File: config.mk
export PLATFORM = sky130hd
export DESIGN_NAME = ste_sndfifo
export DESIGN_NICKNAME = d
export VERILOG_FILES = /design/src/rtl/ste_sndfifo.sv
export SDC_FILE = /design/constraint.sdc
export NUM_CORES = 1
export LEC_CHECK = 0
export CORE_ASPECT_RATIO = 2
export CORE_MARGIN = 8
export CORE_UTILIZATION = 30
export DETAILED_ROUTE_END_ITERATION = 16
export PLACE_DENSITY_LB_ADDON = 0.08
export SLEW_MARGIN = 15
export SYNTH_ARGS = -nofsm -noshare
export SYNTH_HDL_FRONTEND = slang
export SYNTH_SLANG_ARGS = --single-unit
File: constraint.sdc
create_clock -name clk32 -period 3.8 [get_ports clk32]
set_input_delay 0.76 -clock clk32 [delete_from_list [all_inputs] [get_ports clk32]]
set_output_delay 0.76 -clock clk32 [all_outputs]
set_load 0.05 [all_outputs]
File: src/rtl/ste_sndfifo.sv
// DMA sound playback stage: buffers MCU sound words in a small FIFO and releases
// signed 8-bit stereo/mono samples at the programmed rate, requesting refills via sreq.
module ste_sndfifo #(
  parameter int DEPTH = 4
) (
  input  logic               clk32,
  input  logic               resb,
  input  logic               mhz8_en1,
  input  logic               sndon,
  input  logic               sload_n,
  input  logic [15:0]        din,
  input  logic               mode_we,
  input  logic [7:0]         mode_din,
  output logic [7:0]         mode_dout,
  output logic               sreq,
  output logic signed [7:0]  sample_l,
  output logic signed [7:0]  sample_r,
  output logic               sample_stb,
  output logic               underrun,
  output logic               overflow
);

  localparam int DATA_W = 16;
  localparam int AW     = $clog2(DEPTH);
  localparam int CW     = AW + 1;
  localparam int PW     = 11;

  logic [DATA_W-1:0] mem [DEPTH];
  logic [AW-1:0]     wr_ptr;
  logic [AW-1:0]     rd_ptr;
  logic [CW-1:0]     count;
  logic [PW-1:0]     presc;
  logic              sload_prev_p0;
  logic              mono;
  logic              byte_sel;
  logic [1:0]        rate;

  logic              load_edge;
  logic              load_ok;
  logic              load_ovf;
  logic              fifo_empty;
  logic              fifo_full;
  logic              tick;
  logic              pop;
  logic [DATA_W-1:0] head;

  function automatic logic [PW-1:0] period_last(input logic [1:0] r);
    return (PW'(1280) >> r) - PW'(1);
  endfunction

  function automatic logic signed [7:0] to_sample(input logic [7:0] b);
    return $signed(b);
  endfunction

  assign mode_dout  = {mono, 5'b00000, rate};

  assign fifo_empty = (count == '0);
  assign fifo_full  = (count == CW'(DEPTH));
  assign head       = mem[rd_ptr];

  // load detect: previous-high / now-low on the raw strobe
  assign load_edge  = sload_prev_p0 & ~sload_n;
  assign load_ok    = sndon & load_edge & ~fifo_full;
  assign load_ovf   = sndon & load_edge & fifo_full;

  // rate tick and pop decision; a mono high-byte tick leaves the word in place
  assign tick       = sndon & mhz8_en1 & (presc == period_last(rate));
  assign pop        = tick & ~fifo_empty & (~mono | byte_sel);

  always_ff @(posedge clk32) begin
    if (load_ok)
      mem[wr_ptr] <= din;
  end

  // state update and registered outputs
  always_ff @(posedge clk32 or negedge resb) begin
    if (!resb) begin
      sload_prev_p0 <= 1'b1;
      wr_ptr        <= '0;
      rd_ptr        <= '0;
      count         <= '0;
      presc         <= '0;
      mono          <= 1'b0;
      rate          <= 2'b00;
      byte_sel      <= 1'b0;
      sreq          <= 1'b0;
      sample_l      <= '0;
      sample_r      <= '0;
      sample_stb    <= 1'b0;
      underrun      <= 1'b0;
      overflow      <= 1'b0;
    end else begin
      sload_prev_p0 <= sload_n;
      sample_stb    <= 1'b0;
      underrun      <= 1'b0;
      overflow      <= load_ovf;

      if (!sndon) begin
        wr_ptr   <= '0;
        rd_ptr   <= '0;
        count    <= '0;
        presc    <= '0;
        byte_sel <= 1'b0;
        sreq     <= 1'b0;
        sample_l <= '0;
        sample_r <= '0;
      end else begin
        sreq <= (count <= CW'(DEPTH - 2));

        if (tick)
          presc <= '0;
        else if (mhz8_en1)
          presc <= presc + PW'(1);

        if (load_ok)
          wr_ptr <= wr_ptr + AW'(1);
        if (pop)
          rd_ptr <= rd_ptr + AW'(1);
        count <= count + CW'(load_ok) - CW'(pop);

        if (tick) begin
          if (fifo_empty) begin
            underrun <= 1'b1;
          end else begin
            sample_stb <= 1'b1;
            if (!mono) begin
              sample_l <= to_sample(head[15:8]);
              sample_r <= to_sample(head[7:0]);
            end else if (!byte_sel) begin
              sample_l <= to_sample(head[15:8]);
              sample_r <= to_sample(head[15:8]);
              byte_sel <= 1'b1;
            end else begin
              sample_l <= to_sample(head[7:0]);
              sample_r <= to_sample(head[7:0]);
              byte_sel <= 1'b0;
            end
          end
        end
      end

      // mode write overrides the prescaler and byte phase updated above
      if (mode_we) begin
        mono <= mode_din[7];
        rate <= mode_din[1:0];
        if (mode_din[1:0] != rate)
          presc <= '0;
        if (!mode_din[7])
          byte_sel <= 1'b0;
      end
    end
  end

endmodule
Fig. 1: run 1, routing congestion
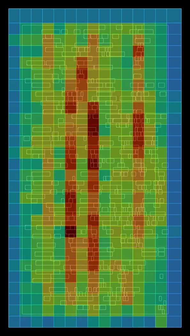
M3 GR Usage: 2.11%
WL/cell: 18.6 um

Fig. 2: run 1, the metal 4 layer
Drawn at 3 px/um. Supply wires on this layer in gray.
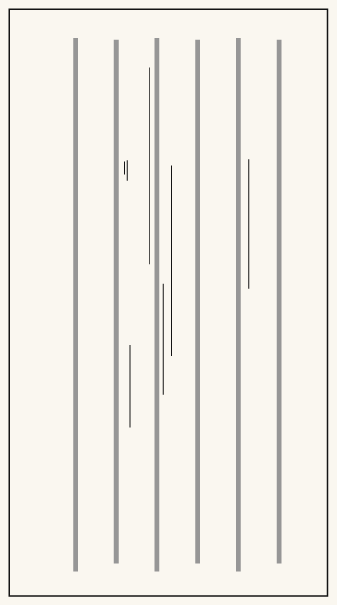
longest straight run: 65.3 um
nets with wire on the layer: 7

==> results.txt, run 1 <==
Main metrics from the flow reports.

The run finished with clean final reports. On the critical path the largest part of the delay comes from simple AND/OR/NAND/NOR gates. For this design the top-level I/O count stands at 58. The total chip power came out at roughly 2400 uW. The library cell occupying the most area in the post-synthesis netlist is sky130_fd_sc_hd__edfxtp_1. The number of routed nets with antenna violations is 0. The placement-stage cell area is 0.00549 mm^2. The design internal power came out at 1830 uW. Cells fill 36.7% of the core in the end.

The nature of the critical path endpoint is a flop. The pin count of the biggest net entering global routing is 35. Counting flops and latches in the post-synthesis netlist gives 107.

The violation count after the first detailed-routing iteration came out at 124. The power per cell area came out at approximately 410 mW/mm^2. Routed signal wires occupy layers up through met4.

For the completed layout, the total cell area is recorded as a little under 0.006 mm^2. Per the detail_route log, met2 wirelength is 6620 um. The met3 wire length is 389 um.

The most critical setup path has its startpoint at rate[0]. The most common logic cells in the final layout are 64 x sky130_fd_sc_hd__edfxtp_1, 46 x sky130_fd_sc_hd__clkdlybuf4s50_1, 42 x sky130_fd_sc_hd__dfrtp_1, 41 x sky130_fd_sc_hd__nand2_1, 26 x sky130_fd_sc_hd__mux2i_1. Max-cap violations in this run came to 0. The capture point of the worst register-to-register path is recorded as count[2].

Setup repair after global routing left no endpoint under its margin. In this run the most used layer during global routing was met2. The worst setup path is launched from a flop. The share of synthesized area occupied by flip-flops and latches is between 60 and 70%. The sink count of the clock tree is 107.

The net switching power figure came out at 538 uW. The highest-count logic cell in the final layout is sky130_fd_sc_hd__edfxtp_1. The detailed-route vias per instance came out at 4.78. The actual transition at the worst max-transition pin is 912 ps. The finished layout holds 620 standard cells, fillers aside. For this run, the leading register cell type out of synthesis is sky130_fd_sc_hd__edfxtp_1. The cell at the root of the clock tree is sky130_fd_sc_hd__clkbuf_16. The final setup skew came out at 8.72 ps. The total number of warnings across the stage logs came out at 38. According to the floorplan report, the total die area is 0.0206 mm^2.

The post-synthesis area per instance came out at 13.3 um^2. The number of design rule violations left after detail routing came out at 0. The commonest cells after synthesis are 64 x sky130_fd_sc_hd__edfxtp_1, 42 x sky130_fd_sc_hd__dfrtp_1, 41 x sky130_fd_sc_hd__nand2_1. The worst min-delay path category is input port to async pin. The register-to-register setup slack is 590 ps. The global-route track usage on met2 came out at 22.4%. The clock insertion delay at the later pin of the skew report came out at 340 ps. The post-route met1 wirelength came out at 4280 um.

The first TritonRoute pass finished after 4 iterations. The period utilization is 84.5%. The ratio of cells with drive above 1 in the final layout came out at about an eighth. The area added between synthesis and finish is 20.3%. The Yosys step of the flow raised 0 warnings. The routed wire length came out at 11500 um. The synthesized instance count came out at about 360.

The TritonCTS clock tree is built. The combinational gate area came out at 0.00164 mm^2. The area share of the leading cell type in the synthesized netlist is approximately 40%. The leftover overflow at the end of global routing is 0.

For reference, the final report shows the max-slew violation count at 0. The capture point of the worst path is count[2]. The required time reported for the critical path endpoint came out at 4030 ps. The reported leakage power is 0.00212 uW. The last weighted congestion value of the routability-driven placer came out at a little under 0.8. The launch point of the worst reg-to-reg path is rate[0]. The critical path goes through inv_1 > ha_1 > xor2_1 > nor4_1 > and4bb_2 > nor2b_1 > ha_1 > inv_1 > ha_1 > inv_1 > fa_1 > xor2_1 > and2_1. The number of antenna violations at the first check in global routing is 0. The count of final hold-check violations came out at 0. The synthesis report lists the most area-consuming cells as sky130_fd_sc_hd__edfxtp_1 40%, sky130_fd_sc_hd__dfrtp_1 22%, sky130_fd_sc_hd__mux2i_1 5.4%.

The count of filler cells inserted in the layout came out at 1591. The height of the die came out at 195 um. In this run the standard cell core region covers 0.0158 mm^2. The timing report shows that the slowest cell on the worst path is sky130_fd_sc_hd__nor4_1.

The final layout reports a setup TNS of 0 ps. The combinational-cell power consumption is 170 uW.
Fig. 3: run 1, a small window of the routed layout
Region (38, 44) to (68, 74) um. Cells in gray, sequential cells in the stronger gray; small squares are vias.
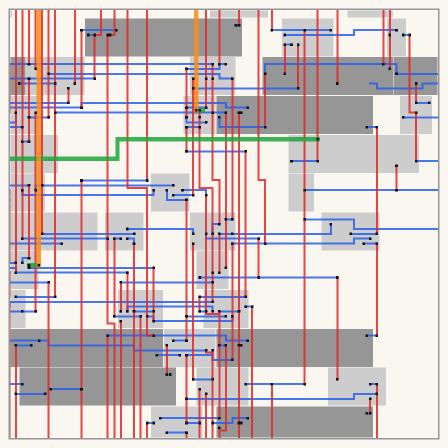
legend:
  met3:
    color: green
  met2:
    color: red
  met4:
    color: orange
  met1:
    color: blue
most frequent: edfxtp_1 (6), mux2i_1 (4)
netlist names of flops here include: mem (6), sample_r (1)
cells with their middle in the window: 30
sequential cells in the window: 7

run 1: worst register-to-register path, cell delays in order (launching register included):
cell,delay [ps]
sky130_fd_sc_hd__dfrtp_1,450
sky130_fd_sc_hd__inv_1,130
sky130_fd_sc_hd__ha_1,230
sky130_fd_sc_hd__xor2_1,140
sky130_fd_sc_hd__nor4_1,500
sky130_fd_sc_hd__and4bb_2,320
sky130_fd_sc_hd__nor2b_1,190
sky130_fd_sc_hd__ha_1,250
sky130_fd_sc_hd__inv_1,50
sky130_fd_sc_hd__ha_1,130
sky130_fd_sc_hd__inv_1,40
sky130_fd_sc_hd__fa_1,370
sky130_fd_sc_hd__xor2_1,160
sky130_fd_sc_hd__and2_1,140
run 1: final cells by class:
class | count | area share, %
Clock inverter | 6 | 1.12
Sequential cell | 107 | 51.8
Multi-Input combinational cell | 224 | 28.3
Clock buffer | 10 | 3.96
Inverter | 12 | 0.778
Tap cell | 201 | 4.35
Timing Repair Buffer | 60 | 9.73
run 1: cells by family (layout without fill, tap and decap cells):
logic type | after synthesis | in the layout | share of synthesized area [%]
multiplexers | 43 | 43 | 9.39
AND/OR/NAND/NOR | 89 | 89 | 8.74
XOR/XNOR | 19 | 19 | 3.77
other | 1 | 5 | 0.0779
adder cells (fa/ha/maj) | 15 | 15 | 4.06
AND-OR/OR-AND | 53 | 53 | 7.64
buffers and inverters | 36 | 88 | 4.00
flip-flops | 107 | 107 | 62.3
run 1: registers in the layout (all words and copies together) (netlist names):
signal         cells
presc             11
underrun           1
byte_sel           1
sreq               1
overflow           1
rd_ptr             2
sload_prev_p0      1
count              3
wr_ptr             2
sample_stb         1
sample_r           8
rate               2
sample_l           8
mono               1
mem               64
--- run 2 (diff from run 1) ---
==> constraint.sdc (replaced) <==
create_clock -name clk32 -period 3.2 [get_ports clk32]
set_input_delay 0.64 -clock clk32 [delete_from_list [all_inputs] [get_ports clk32]]
set_output_delay 0.64 -clock clk32 [all_outputs]
set_load 0.05 [all_outputs]
Fig. 4: run 2, the metal 4 layer
Drawn at 3 px/um. Supply wires on this layer in gray.
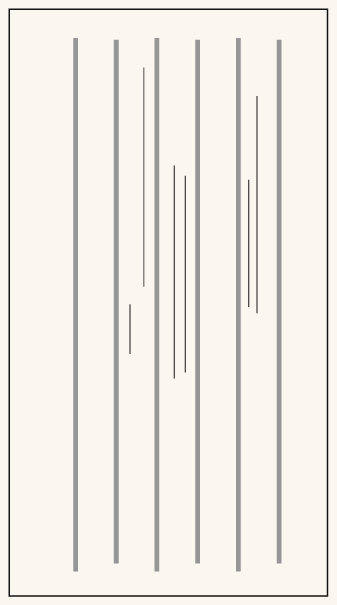
longest straight run: 72.8 um
main direction: vertical
nets with wire on the layer: 6

Fig. 5: run 2, gate-type map
Drawn at 4 px/um.
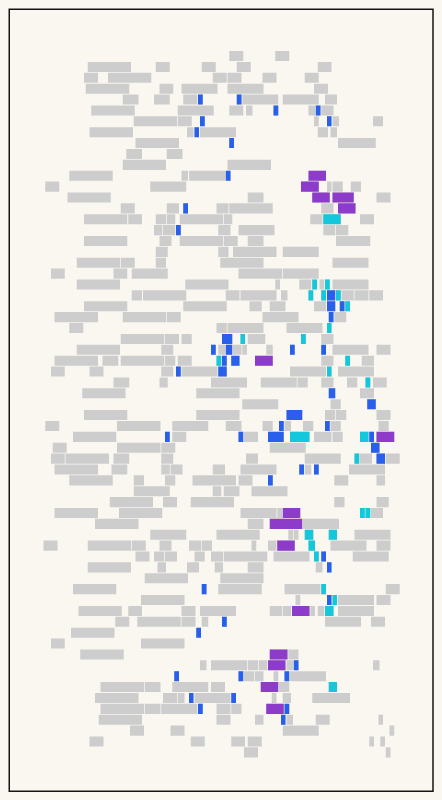
legend:
  NOR gates:
    color: cyan
    cells: 27
    where: right middle
  NAND gates:
    color: blue
    cells: 53
  adder and majority cells:
    color: purple
    cells: 15

==> run 2 against run 1 <==
Combinational power rose by 28%. Global-route usage rose by 0.13 points. Non-clock buffer count rose by 7. Clock power rose by about 20%. Clock skew rose by 2.3 ps. Maximum frequency rose by 7.0%. Register-to-register slack got worse by 390 ps. Worst hold slack got worse by 180 ps. Power rose by 19%. Via count rose by 1.1%. Critical path type unchanged. Largest cell class unchanged.
==> results.txt, run 2 <==
Main metrics from the flow reports.

The actual transition at the worst max-transition pin came out at 831 ps (-80.6 ps). The reported leakage power is 0.00214 uW (+1.1%). The post-layout utilization of the core came to 37.1% (+0.44 points). The total number of warnings across the stage logs came out at 38 (unchanged).

Setup repair after global routing left no endpoint under its margin. The number of max-capacitance violations reported is 0 (unchanged). The number of design rule violations left after detail routing is 0 (unchanged). The synthesized instance count came out at 363 (unchanged). Looking at the cell usage after synthesis, the top flip-flop cell is sky130_fd_sc_hd__edfxtp_1.

TritonCTS built the clock tree. The required time reported for the critical path endpoint is 3440 ps (-590 ps). The library cell occupying the most area in the post-synthesis netlist is sky130_fd_sc_hd__edfxtp_1.

The detailed-route vias per instance came to 4.79 (+0.11%). The pin count of the biggest net entering global routing is 35 (unchanged). The standard cell core area was 0.0158 mm^2 (unchanged). The leftover overflow at the end of global routing came out at 0 (unchanged). The launch point of the worst reg-to-reg path is rate[1].

The post-synthesis area per instance came out at 13.3 um^2 (unchanged). The count of filler cells inserted in the layout came to 1571 (-1.3%). By instance count after routing, the leading logic cell types are 64 x sky130_fd_sc_hd__edfxtp_1, 46 x sky130_fd_sc_hd__clkdlybuf4s50_1, 41 x sky130_fd_sc_hd__nand2_1, 41 x sky130_fd_sc_hd__dfrtp_1, 26 x sky130_fd_sc_hd__mux2i_1. The max-slew violation count came out at 0 (unchanged). The sink count of the clock tree came out at 107 (unchanged). The clock insertion delay at the later pin of the skew report came out at 340 ps (about the same). The cell sequence reported for the critical path is buf_4 > ha_1 > xor2_1 > nor4_2 > buf_4 > and4bb_2 > nor2b_4 > ha_1 > inv_1 > ha_1 > inv_1 > fa_2 > xor2_1 > and2_1. The family with the most delay on the worst path is simple AND/OR/NAND/NOR gates. The origin of the worst setup path is rate[1]. The combinational gate area came to 0.00165 mm^2 (+1.1%).

The largest registers in the layout are mem: 64 flops, presc: 11 flops. The average wire per cell in the routed design came out at 18.7 um (+0.73%). The number of routed nets with antenna violations came to 0 (unchanged).

The period utilization is 93.8% (+9.3 points). The tally of yosys warning messages came out at 0 (unchanged). The ratio of cells with drive above 1 in the final layout came out at 14.4% (+2.4 points). The power per cell area came out at 482 mW/mm^2 (+18%). The routed wire length is 11700 um (+1.7%). For this design, the slowest cell found on the critical path is sky130_fd_sc_hd__dfrtp_1. The worst min-delay path category is input port to async pin. The register-to-register setup slack came out at 200 ps (-390 ps). The element type at the critical path start is a flop. The worst setup path is captured at a flop. The number of antenna violations at the first check in global routing came out at 0 (unchanged). The run finished with clean final reports. The height of the die is 195 um (unchanged).

The total chip power came out at 2820 uW (+19%). The count of final hold-check violations came out at 0 (unchanged). The violation count after the first detailed-routing iteration came out at 120 (-3.2%). The cell at the root of the clock tree is sky130_fd_sc_hd__clkbuf_16. The chip area is 0.0206 mm^2 (unchanged). The register ranked first by flip-flop count is mem.

The area added between synthesis and finish is 21.7%.
Fig. 6: run 2, a small window of the routed layout
Region (38, 44) to (68, 74) um. Cells in gray, sequential cells in the stronger gray; small squares are vias.
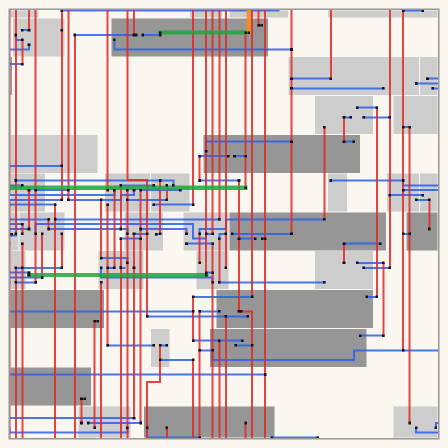
legend:
  met1:
    color: blue
  met3:
    color: green
  met2:
    color: red
  met4:
    color: orange
most frequent: edfxtp_1 (7), a221oi_1 (3)
sequential cells in the window: 8
cells with their middle in the window: 27
netlist names of flops here include: mem (7), sample_l (1)

run 2: worst paths after layout:
| check | to | depth (start not counted) |
|---|---|---|
| hold reg to reg | sample_r[5] | 2 |
| max in group asynchronous | rate[0] | 2 |
| min in group clk32 | sample_r[5] | 2 |
| setup reg to reg | count[2] | 14 |
| setup / recovery | count[2] | 14 |
| hold / removal | wr_ptr[1] | 1 |
run 2: cell type report:
cell class | instances | share of cell area [%]
clock buffers | 9 | 3.84
clock inverters | 6 | 1.13
inverters | 12 | 0.769
multi-input cells | 224 | 28.2
flip-flops and latches | 107 | 51.2
well taps | 201 | 4.29
repair buffers | 67 | 10.5
run 2: logic make-up after synthesis:
family          after synthesis  synth area share, %
compound gates               53                 7.64
xor+xnor                     19                 3.77
fa+ha+maj                    15                 4.06
buf+inv                      36                 4.00
flops                       107                 62.3
mux                          43                 9.39
other cells                   1               0.0779
simple gates                 89                 8.74
run 2: per-stage QoR:
step	hold slack, ps	TNS (ps)	cell area [um^2]	std cells
finish	306	0	5860	626
global route	349	0	5860	626
CTS	327	0	5850	626
detailed placement	527	-145	5530	609
global placement	529	-108	5530	609
floorplan	344	0	4830	367
run 2: timing repair:
action,in CTS,in global routing
buffers inserted,2,0
endpoints found under the setup margin,1,1
pin swaps,1,1
gates resized,3,3
hold buffers,0,0
run 2: routing by layer:
metal	part of all wire (%)	vias to the layer above	track usage, %
met1	36	1479	11.5
met3	3.9	16	2.41
li1	-	1426	-
met5	0	-	0
met4	2.9	0	5.72
met2	57	75	22.5
run 2: where the power goes:
| group | internal [uW] | switching (uW) | leakage [uW] | total [uW] |
|---|---|---|---|---|
| registers | 1490 | 13.2 | 0.00116 | 1500 |
| logic | 88.1 | 130 | 0.000839 | 218 |
| clock network | 605 | 502 | 0.000136 | 1110 |
Power is estimated from default activity; no workload was simulated.
